### M2 wires, run 1

Bar = 20 um.
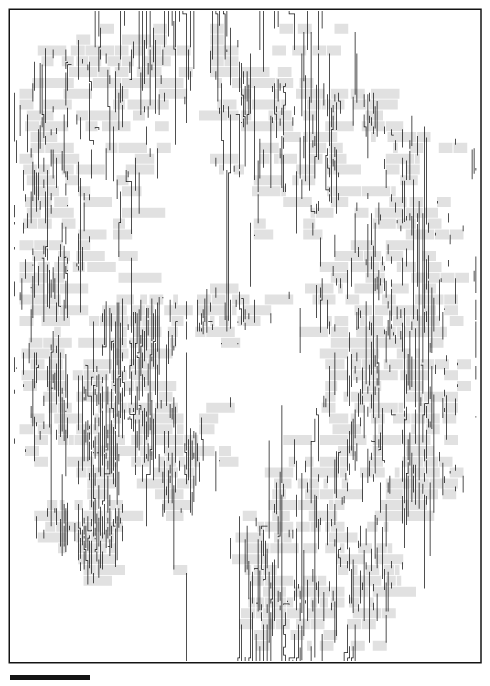
### Routing congestion, run 1

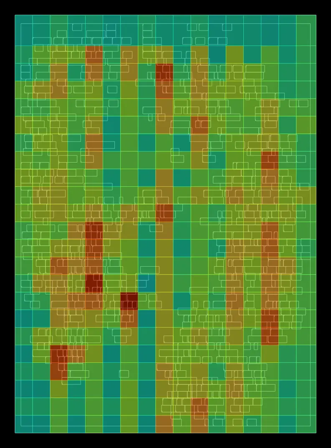
### Signal wires on met1, run 1

Bar = 20 um. Supply wires on this layer in grey.
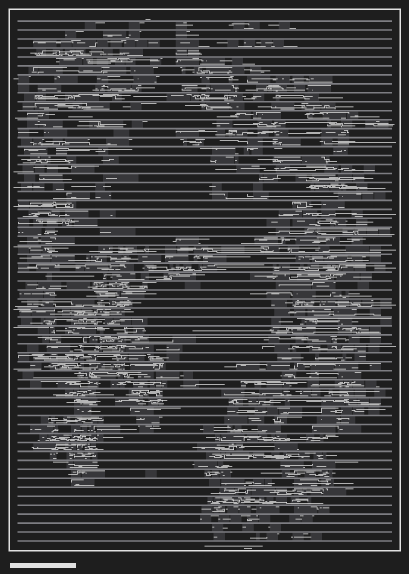
$ cat src/rtl/fp_alu_pkg.sv
`default_nettype none
// ============================================================================
// fp_alu_pkg : state encodings and byte-serial FP32 ALU protocol constants
// Revision   : 1.0
// ============================================================================
package fp_alu_pkg;

  typedef enum logic [3:0] {
    ST_FLUSH     = 4'd0,
    ST_IDLE      = 4'd1,
    ST_START     = 4'd2,
    ST_SEND      = 4'd3,
    ST_WAIT_DONE = 4'd4,
    ST_CAPTURE   = 4'd5,
    ST_RESP      = 4'd6
  } state_e;

  localparam int OPERAND_BYTES = 8;
  localparam int RESULT_BYTES  = 4;
  localparam int DONE_TO_DATA  = 1;
  localparam int ALU_MAX_TXN   = 14;

  localparam logic OP_ADD = 1'b0;
  localparam logic OP_SUB = 1'b1;

endpackage
`default_nettype wire

$ cat src/rtl/alu_host_driver_if.sv
`default_nettype none
// ============================================================================
// alu_host_driver_if : request/response port plus ALU pin bundle
// Revision           : 1.0
// ============================================================================
interface alu_host_driver_if;

  logic        req_valid;
  logic        req_ready;
  logic [31:0] req_a;
  logic [31:0] req_b;
  logic        req_op;
  logic        rsp_valid;
  logic        rsp_ready;
  logic [31:0] rsp_result;
  logic        rsp_timeout;
  logic [7:0]  alu_in;
  logic        alu_start;
  logic        alu_opcode;
  logic [7:0]  alu_out;
  logic        alu_done;
  logic [3:0]  state_out;

  modport master (
    input  req_valid, req_a, req_b, req_op, rsp_ready, alu_out, alu_done,
    output req_ready, rsp_valid, rsp_result, rsp_timeout,
           alu_in, alu_start, alu_opcode, state_out
  );

  modport slave (
    output req_valid, req_a, req_b, req_op, rsp_ready, alu_out, alu_done,
    input  req_ready, rsp_valid, rsp_result, rsp_timeout,
           alu_in, alu_start, alu_opcode, state_out
  );

endinterface
`default_nettype wire

$ cat src/rtl/alu_host_driver.sv
`default_nettype none
// ============================================================================
// alu_host_driver : host-side master streaming operands to the byte-serial
//                   FP32 add/sub ALU and returning its 32-bit result
// Revision        : 1.0
// ============================================================================
module alu_host_driver
  import fp_alu_pkg::*;
#(
  parameter int TIMEOUT_CYCLES = 64,
  parameter int FLUSH_CYCLES   = 16
) (
  input  logic              clk,
  input  logic              rst_n,
  alu_host_driver_if.master bus
);

  localparam int TW = (TIMEOUT_CYCLES > 1) ? $clog2(TIMEOUT_CYCLES) : 1;
  localparam int FW = (FLUSH_CYCLES > 1) ? $clog2(FLUSH_CYCLES) : 1;

  state_e        state_q, state_d;
  logic [FW-1:0] flush_cnt_q, flush_cnt_d;
  logic [TW-1:0] tmo_cnt_q, tmo_cnt_d;
  logic [2:0]    byte_cnt_q, byte_cnt_d;
  logic [63:0]   ops_q, ops_d;
  logic [7:0]    alu_in_q, alu_in_d;
  logic          alu_start_q, alu_start_d;
  logic          alu_opcode_q, alu_opcode_d;
  logic          req_ready_q, req_ready_d;
  logic          rsp_valid_q, rsp_valid_d;
  logic [31:0]   rsp_result_q, rsp_result_d;
  logic          rsp_timeout_q, rsp_timeout_d;

  always_comb begin
    state_d       = state_q;
    flush_cnt_d   = flush_cnt_q;
    tmo_cnt_d     = tmo_cnt_q;
    byte_cnt_d    = byte_cnt_q;
    ops_d         = ops_q;
    alu_in_d      = alu_in_q;
    alu_start_d   = alu_start_q;
    alu_opcode_d  = alu_opcode_q;
    req_ready_d   = req_ready_q;
    rsp_valid_d   = rsp_valid_q;
    rsp_result_d  = rsp_result_q;
    rsp_timeout_d = rsp_timeout_q;

    case (state_q)
      ST_FLUSH: begin
        if (flush_cnt_q == FW'(FLUSH_CYCLES - 1)) begin
          req_ready_d = 1'b1;
          state_d     = ST_IDLE;
        end else begin
          flush_cnt_d = flush_cnt_q + 1'b1;
        end
      end
      ST_IDLE: begin
        if (bus.req_valid && req_ready_q) begin
          ops_d        = {bus.req_b, bus.req_a};
          alu_opcode_d = bus.req_op;
          alu_start_d  = 1'b1;
          req_ready_d  = 1'b0;
          state_d      = ST_START;
        end
      end
      ST_START: begin
        alu_start_d = 1'b0;
        alu_in_d    = ops_q[7:0];
        ops_d       = {8'h00, ops_q[63:8]};
        byte_cnt_d  = 3'd0;
        state_d     = ST_SEND;
      end
      ST_SEND: begin
        byte_cnt_d = byte_cnt_q + 3'd1;
        if (byte_cnt_q == 3'(OPERAND_BYTES - 1)) begin
          alu_in_d  = 8'h00;
          tmo_cnt_d = '0;
          state_d   = ST_WAIT_DONE;
        end else begin
          alu_in_d = ops_q[7:0];
          ops_d    = {8'h00, ops_q[63:8]};
        end
      end
      ST_WAIT_DONE: begin
        if (bus.alu_done) begin
          byte_cnt_d = 3'd0;
          state_d    = ST_CAPTURE;
        end else if (tmo_cnt_q == TW'(TIMEOUT_CYCLES - 1)) begin
          rsp_result_d  = 32'h0;
          rsp_timeout_d = 1'b1;
          rsp_valid_d   = 1'b1;
          state_d       = ST_RESP;
        end else begin
          tmo_cnt_d = tmo_cnt_q + 1'b1;
        end
      end
      ST_CAPTURE: begin
        // Result bytes arrive LSB first; shifting down lands byte 0 at [7:0].
        rsp_result_d = {bus.alu_out, rsp_result_q[31:8]};
        byte_cnt_d   = byte_cnt_q + 3'd1;
        if (byte_cnt_q == 3'(RESULT_BYTES - 1)) begin
          rsp_valid_d   = 1'b1;
          rsp_timeout_d = 1'b0;
          state_d       = ST_RESP;
        end
      end
      ST_RESP: begin
        if (bus.rsp_ready) begin
          rsp_valid_d   = 1'b0;
          rsp_timeout_d = 1'b0;
          alu_opcode_d  = OP_ADD;
          req_ready_d   = 1'b1;
          state_d       = ST_IDLE;
        end
      end
      default: begin
        alu_in_d     = 8'h00;
        alu_start_d  = 1'b0;
        alu_opcode_d = OP_ADD;
        req_ready_d  = 1'b1;
        rsp_valid_d  = 1'b0;
        state_d      = ST_IDLE;
      end
    endcase
  end

  always_ff @(posedge clk) begin
    if (!rst_n) begin
      state_q       <= ST_FLUSH;
      flush_cnt_q   <= '0;
      tmo_cnt_q     <= '0;
      byte_cnt_q    <= 3'd0;
      ops_q         <= 64'h0;
      alu_in_q      <= 8'h00;
      alu_start_q   <= 1'b0;
      alu_opcode_q  <= OP_ADD;
      req_ready_q   <= 1'b0;
      rsp_valid_q   <= 1'b0;
      rsp_result_q  <= 32'h0;
      rsp_timeout_q <= 1'b0;
    end else begin
      state_q       <= state_d;
      flush_cnt_q   <= flush_cnt_d;
      tmo_cnt_q     <= tmo_cnt_d;
      byte_cnt_q    <= byte_cnt_d;
      ops_q         <= ops_d;
      alu_in_q      <= alu_in_d;
      alu_start_q   <= alu_start_d;
      alu_opcode_q  <= alu_opcode_d;
      req_ready_q   <= req_ready_d;
      rsp_valid_q   <= rsp_valid_d;
      rsp_result_q  <= rsp_result_d;
      rsp_timeout_q <= rsp_timeout_d;
    end
  end

  assign bus.req_ready   = req_ready_q;
  assign bus.rsp_valid   = rsp_valid_q;
  assign bus.rsp_result  = rsp_result_q;
  assign bus.rsp_timeout = rsp_timeout_q;
  assign bus.alu_in      = alu_in_q;
  assign bus.alu_start   = alu_start_q;
  assign bus.alu_opcode  = alu_opcode_q;
  assign bus.state_out   = state_q;

endmodule
`default_nettype wire

$ cat src/flat_wrapper.sv
// flat-port wrapper written by rule: the top's interface ports become plain ports
module alu_host_driver_flat import fp_alu_pkg::*;
#(
  parameter int TIMEOUT_CYCLES = 64,
  parameter int FLUSH_CYCLES   = 16
)
  (clk, rst_n, bus_req_valid, bus_req_a, bus_req_b, bus_req_op, bus_rsp_ready, bus_alu_out, bus_alu_done, bus_req_ready, bus_rsp_valid, bus_rsp_result, bus_rsp_timeout, bus_alu_in, bus_alu_start, bus_alu_opcode, bus_state_out);
  alu_host_driver_if bus_i ();
  input  logic clk;
  input  logic rst_n;
  input wire logic [$bits(bus_i.req_valid)-1:0] bus_req_valid;
  input wire logic [$bits(bus_i.req_a)-1:0] bus_req_a;
  input wire logic [$bits(bus_i.req_b)-1:0] bus_req_b;
  input wire logic [$bits(bus_i.req_op)-1:0] bus_req_op;
  input wire logic [$bits(bus_i.rsp_ready)-1:0] bus_rsp_ready;
  input wire logic [$bits(bus_i.alu_out)-1:0] bus_alu_out;
  input wire logic [$bits(bus_i.alu_done)-1:0] bus_alu_done;
  output wire logic [$bits(bus_i.req_ready)-1:0] bus_req_ready;
  output wire logic [$bits(bus_i.rsp_valid)-1:0] bus_rsp_valid;
  output wire logic [$bits(bus_i.rsp_result)-1:0] bus_rsp_result;
  output wire logic [$bits(bus_i.rsp_timeout)-1:0] bus_rsp_timeout;
  output wire logic [$bits(bus_i.alu_in)-1:0] bus_alu_in;
  output wire logic [$bits(bus_i.alu_start)-1:0] bus_alu_start;
  output wire logic [$bits(bus_i.alu_opcode)-1:0] bus_alu_opcode;
  output wire logic [$bits(bus_i.state_out)-1:0] bus_state_out;
  assign bus_i.req_valid = bus_req_valid;
  assign bus_i.req_a = bus_req_a;
  assign bus_i.req_b = bus_req_b;
  assign bus_i.req_op = bus_req_op;
  assign bus_i.rsp_ready = bus_rsp_ready;
  assign bus_i.alu_out = bus_alu_out;
  assign bus_i.alu_done = bus_alu_done;
  assign bus_req_ready = bus_i.req_ready;
  assign bus_rsp_valid = bus_i.rsp_valid;
  assign bus_rsp_result = bus_i.rsp_result;
  assign bus_rsp_timeout = bus_i.rsp_timeout;
  assign bus_alu_in = bus_i.alu_in;
  assign bus_alu_start = bus_i.alu_start;
  assign bus_alu_opcode = bus_i.alu_opcode;
  assign bus_state_out = bus_i.state_out;
  alu_host_driver #(.TIMEOUT_CYCLES(TIMEOUT_CYCLES), .FLUSH_CYCLES(FLUSH_CYCLES)) u_core (.clk(clk), .rst_n(rst_n), .bus(bus_i));
endmodule
$ cat config.mk
export PLATFORM = sky130hd
export DESIGN_NAME = alu_host_driver_flat
export DESIGN_NICKNAME = d
export VERILOG_FILES = /design/src/rtl/fp_alu_pkg.sv /design/src/rtl/alu_host_driver_if.sv /design/src/rtl/alu_host_driver.sv /design/src/flat_wrapper.sv
export SDC_FILE = /design/constraint.sdc
export NUM_CORES = 1
export LEC_CHECK = 0
export CAP_MARGIN = 0
export CORE_ASPECT_RATIO = 1.4
export CORE_MARGIN = 2
export CORE_UTILIZATION = 30
export CTS_BUF_LIST = sky130_fd_sc_hd__clkbuf_2 sky130_fd_sc_hd__clkbuf_4 sky130_fd_sc_hd__clkbuf_8
export CTS_CLUSTER_DIAMETER = 120
export DETAILED_ROUTE_END_ITERATION = 10
export PLACE_DENSITY = 0.63
export SKIP_CTS_REPAIR_TIMING = 1
export SLEW_MARGIN = 15
export SYNTH_ARGS = -nofsm -noshare
export SYNTH_HDL_FRONTEND = slang
export SYNTH_SLANG_ARGS = --single-unit
$ cat constraint.sdc
create_clock -name clk -period 2.9 [get_ports clk]
set_input_delay 0.725 -clock clk [delete_from_list [all_inputs] [get_ports clk]]
set_output_delay 0.725 -clock clk [all_outputs]
set_load 0.02 [all_outputs]
==> results_slide.txt, run 1 <==
Synthesis and Place & Route Summary

Run status
  – Status: complete, no violations

Floorplanning
  – Core ar.: 17900 um2
  – Chip Width: 118 um
  – N_taps: 240
  – Starting Density: 0.305
  – Die Span Y: 164 um
  – Full die area: 19400 um2
  – Num rows: 58
  – Boundary pin count: 127

Finish
  – Most numerous logic cells after layout: clkdlybuf4s50_1, dfxtp_1, nor2_1
  – Inverters: 6
  – ANT cells: 0
  – Filler instances: 1741
  – Final cell count without fillers: 902
  – Flop Count: 125
  – Biggest register: u_core.ops_q
  – Clock-cell share: 0.0581
  – Final net count: 732
  – Final cell area excluding filler cells: 7390 um2
  – Non-clock buffering overhead: 0.191
  – Comb area: 2720 um2
  – Reg area: 2500 um2
  – Max reg flops: 64
  – Area growth syn-to-layout: 34.9%
  – Sequential share of cell area: 0.339
  – Multi-input gates: 361
  – CLK BUF: 18

Placed design
  – Cell Area, Placed: 6960 um2
  – Placed cell count: 870
  – GPL Wtd Cong: 0.806
  – Setup WS pre-CTS: 0.337 ns
  – IO Port Bufs: 125

Synth
  – Mapped Area: 5480 um2
  – Yosys synthesis chip area: 5480 um2
  – Top cell area share: 0.457
  – Most numerous cell in the Yosys netlist: dfxtp_1
  – Adder share: 0.0114
  – Distinct lib cells: 53
  – Cells after Synth: 537
  – Synth async-reset ratio: 0
  – Post-synth EDFFs: 0
  – Synth Register Bits: 125
  – Multiplexer share: 0.108
  – YS warnings: 0
  – Cell taking the most area after synthesis: dfxtp_1
  – Syn_nets: 620
  – Most used flip-flop cell: dfxtp_1
  – Yosys Instances: 537
  – Yosys simple share: 0.133
  – Xor/xnor share: 0.00320
  – Largest logic family: AND-OR/OR-AND gates
  – Top cells by count: dfxtp_1, nor2_1, mux2i_1, a211oi_2, a22o_1

Critical path
  – Buf/Inv on CP: 1
  – CP required: 2.17 ns
  – Slowest cell on the critical path: clkdlybuf4s50_1
  – Worst setup SP type: register
  – Reg-to-reg critical path endpoint: u_core.ops_q[3]
  – WS Path Type: reg2out
  – Worst-path fanout max: 15
  – Worst setup path end: bus_state_out[1]
  – CP arrival: 1.81 ns
  – Stages on worst setup path: 1
  – Worst r2r path cells: 8
  – CP Launch Point: u_core.bus.state_out[1]
  – Launching point of the worst reg2reg path: u_core.byte_cnt_q[0]
  – Cell family with most CP delay: buffers and inverters
  – Cells along the critical path: clkdlybuf4s50_1
  – R2R Setup Slk: 0.69 ns
  – Max stage delay on crit path: 0.72 ns

Drt
  – Remaining DRCs: 0
  – Antenna-violating nets left: 0
  – Highest routed layer: met4
  – Drt first pass iters: 4
  – Met1 WL: 6020 um
  – First-iteration detailed-routing DRC count: 218
  – DR vias/cell: 4.90
  – Met2 WL: 6460 um

CTS
  – CTS root buf: clkbuf_8
  – Clock latency on the worst-skew pair: 0.42 ns
  – CTS tree: yes
  – Clock Pin Slew Worst Setup and Hold Paths: 0.09 ns
  – H-tree Lvls: 4
  – Cts bufs inserted: 17
  – Buffers from clock root to sink, at most: 2
  – Clock tree sinks: 125

Pwr
  – Int Power: 2.80 mW
  – Sequential power share: 0.472
  – Combinational fraction of design power: 0.084
  – PD cells: 506 nW/um2
  – Switch share: 0.252
  – Clock Power: 1.66 mW
  – Clk network pwr share: 0.444
  – Flop+latch power: 1.76 mW
  – Leading power group: sequential cells
  – Leakage: 2.96 nW
  – NetSw: 940 uW
  – Logic power comb: 312 uW

Timing
  – RSZ-0062 raised after global routing: no
  – Final setup TNS: 0 ns
  – WHS: 0.472 ns
  – Final Slew Violations: 0
  – Slew HR: 0.528
  – Fmax achieved: 394 MHz
  – Worst-Margin Slew: 0.708 ns
  – Clk_skew: 0.0150 ns
  – Final setup viols: 0
  – Post-layout min period: 2.54 ns
  – Final hold violations: 0
  – Fin crit share: 0.874
  – Final setup margin: 0.364 ns

Worst hold path
  – Worst hold path endpoint: u_core.ops_q[56]
  – Min-delay src: u_core.ops_q[56]
  – Hold/Removal Path Class: reg2reg
  – Hold Path Depth: 2

Global routing
  – Grt ovf: 0
  – GRT Resource Usage Total: 0.139
  – Via count of the first global-routing pass: 4473
  – Initial antenna violation count: 0

Job
  – Tool Warnings: 27
## Picture notes: 'M2 wires'
- longest straight run: 70.0 um
- wire length on this layer: 6460 um
- nets with wire on the layer: 629
- share of all routed wire: 48%
total number of vias: 4416
met2 usage: 0.235
WL final: 13400 um

## Picture notes: 'Routing congestion'
met3 usage: 0.0434
Finished Core Util: 0.412
met1 Resource Use GR: 0.166
wire per inst: 14.9 um

## Picture notes: 'Signal wires on met1'
- share of all routed wire: 45%
- nets with wire on the layer: 654
- main direction: horizontal
- wire length on this layer: 6020 um
- longest straight run: 42.3 um

==> run 2: changes to the inputs <==
--- a/config.mk
+++ b/config.mk
@@ -11,8 +11,8 @@
 export CORE_UTILIZATION = 30
 export CTS_BUF_LIST = sky130_fd_sc_hd__clkbuf_2 sky130_fd_sc_hd__clkbuf_4 sky130_fd_sc_hd__clkbuf_8
 export CTS_CLUSTER_DIAMETER = 120
+export CTS_CLUSTER_SIZE = 28
 export DETAILED_ROUTE_END_ITERATION = 10
-export PLACE_DENSITY = 0.63
 export SKIP_CTS_REPAIR_TIMING = 1
 export SLEW_MARGIN = 15
 export SYNTH_ARGS = -nofsm -noshare
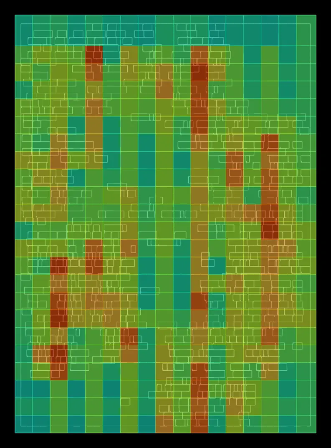
*Routing congestion, run 2*
met3 usage: 0.0517
Finished Core Util: 0.416
wire per inst: 14.9 um

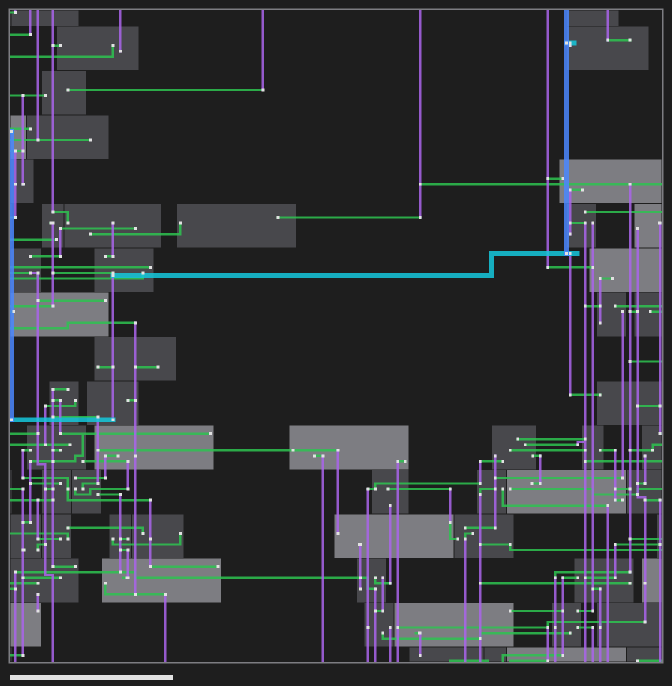
*Close-up of the layout, run 2*
Bar = 10 um. Region (39, 29) to (79, 69) um. Cells in grey, sequential cells in the stronger grey; small squares are vias.
- metal 3: cyan
- metal 2: purple
- metal 1: green
- metal 4: blue
- most frequent: dfxtp_1 (9), nand3_1 (5)
- cells with their middle in the window: 43
- sequential cells in the window: 9
- netlist names of flops here include: u_core.ops_q (6), u_core.flush_cnt_q (2)

==> results_slide.txt, run 2 <==
Synthesis and Place & Route Summary

Run status
  – Status: complete, no violations

Critical path
  – Buf/Inv on CP: 1 (unchanged)
  – CP required: 2.17 ns (about the same)
  – Max stage delay on crit path: 0.72 ns (about the same)
  – Worst setup path end: bus_state_out[1]
  – Reg-to-reg critical path endpoint: u_core.ops_q[41]
  – CP Launch Point: u_core.bus.state_out[1]
  – CP arrival: 1.84 ns (+0.03 ns)
  – Stages on worst setup path: 1 (unchanged)
  – Worst setup SP type: register
  – WS Path Type: reg2out

Floorplanning
  – Boundary pin count: 127 (unchanged)
  – Chip Width: 118 um (unchanged)

Timing
  – RSZ-0062 raised after global routing: no
  – Worst-Margin Slew: 0.717 ns (+0.00882 ns)
  – Final setup margin: 0.340 ns (-0.0248 ns)
  – Final setup TNS: 0 ns (unchanged)
  – Fin crit share: 0.883 (+0.00854)
  – Final hold violations: 0 (unchanged)
  – WHS: 0.470 ns (-0.00251 ns)
  – Fmax achieved: 391 MHz (-0.97%)
  – Final setup viols: 0 (unchanged)
  – Post-layout min period: 2.56 ns (+0.0248 ns)

Placed design
  – Placed cell count: 873 (+0.34%)

Synth
  – Xor/xnor share: 0.00320 (unchanged)
  – YS warnings: 0 (unchanged)
  – Synth Register Bits: 125 (unchanged)
  – Adder share: 0.0114 (unchanged)
  – Largest logic family: AND-OR/OR-AND gates
  – Syn_nets: 620 (unchanged)
  – Yosys synthesis chip area: 5480 um2 (unchanged)
  – Cell taking the most area after synthesis: dfxtp_1
  – Mapped Area: 5480 um2 (unchanged)

Pwr
  – Combinational fraction of design power: 0.082 (-0.002)
  – Logic power comb: 320 uW (+3%)
  – PD cells: 523 nW/um2 (+3.5%)
  – Sequential power share: 0.450 (-0.022)
  – NetSw: 939 uW (about the same)
  – Leakage: 3.01 nW (+1.4%)
  – Clock Power: 1.82 mW (+10%)
  – Int Power: 2.96 mW (+5.9%)

Global routing
  – Met2 usage: 0.239 (+0.00368)
  – Met1 Resource Use GR: 0.170 (+0.00376)

Finish
  – Most numerous logic cells after layout: clkdlybuf4s50_1, dfxtp_1, nor2_1
  – Sequential share of cell area: 0.336 (-0.00296)
  – Comb area: 2720 um2 (unchanged)
  – CLK BUF: 18 (unchanged)
  – Multi-input gates: 361 (unchanged)
  – Final net count: 735 (+0.41%)
  – Biggest register: u_core.ops_q
  – Final cell count without fillers: 905 (+0.33%)

Drt
  – Total number of vias: 4434 (+0.41%)
  – WL final: 13500 um (+0.91%)
  – Drt first pass iters: 4 (unchanged)
  – Highest routed layer: met4
  – Remaining DRCs: 0 (unchanged)

Job
  – Tool Warnings: 27 (unchanged)

Worst hold path
  – Min-delay src: u_core.flush_cnt_q[1]
  – Worst hold path endpoint: u_core.flush_cnt_q[1]

CTS
  – CTS tree: yes
  – H-tree Lvls: 4 (unchanged)
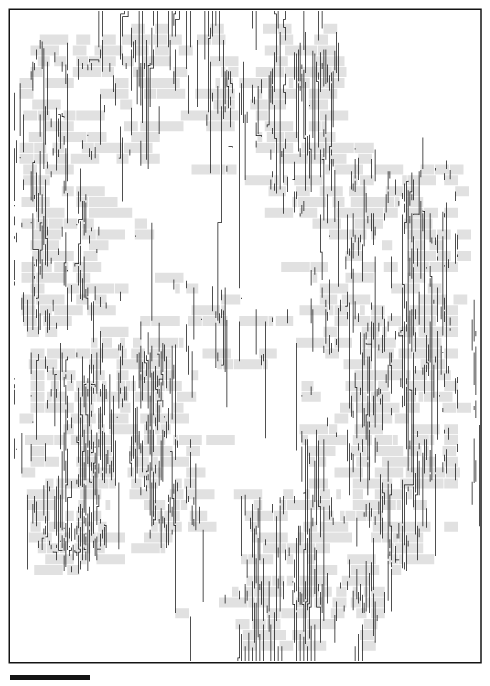
*M2 wires, run 2*
Bar = 20 um.
- share of all routed wire: 48%
- wire length on this layer: 6470 um
- main direction: vertical

Power figures rest on the tool's default switching activity, not on a simulated workload.
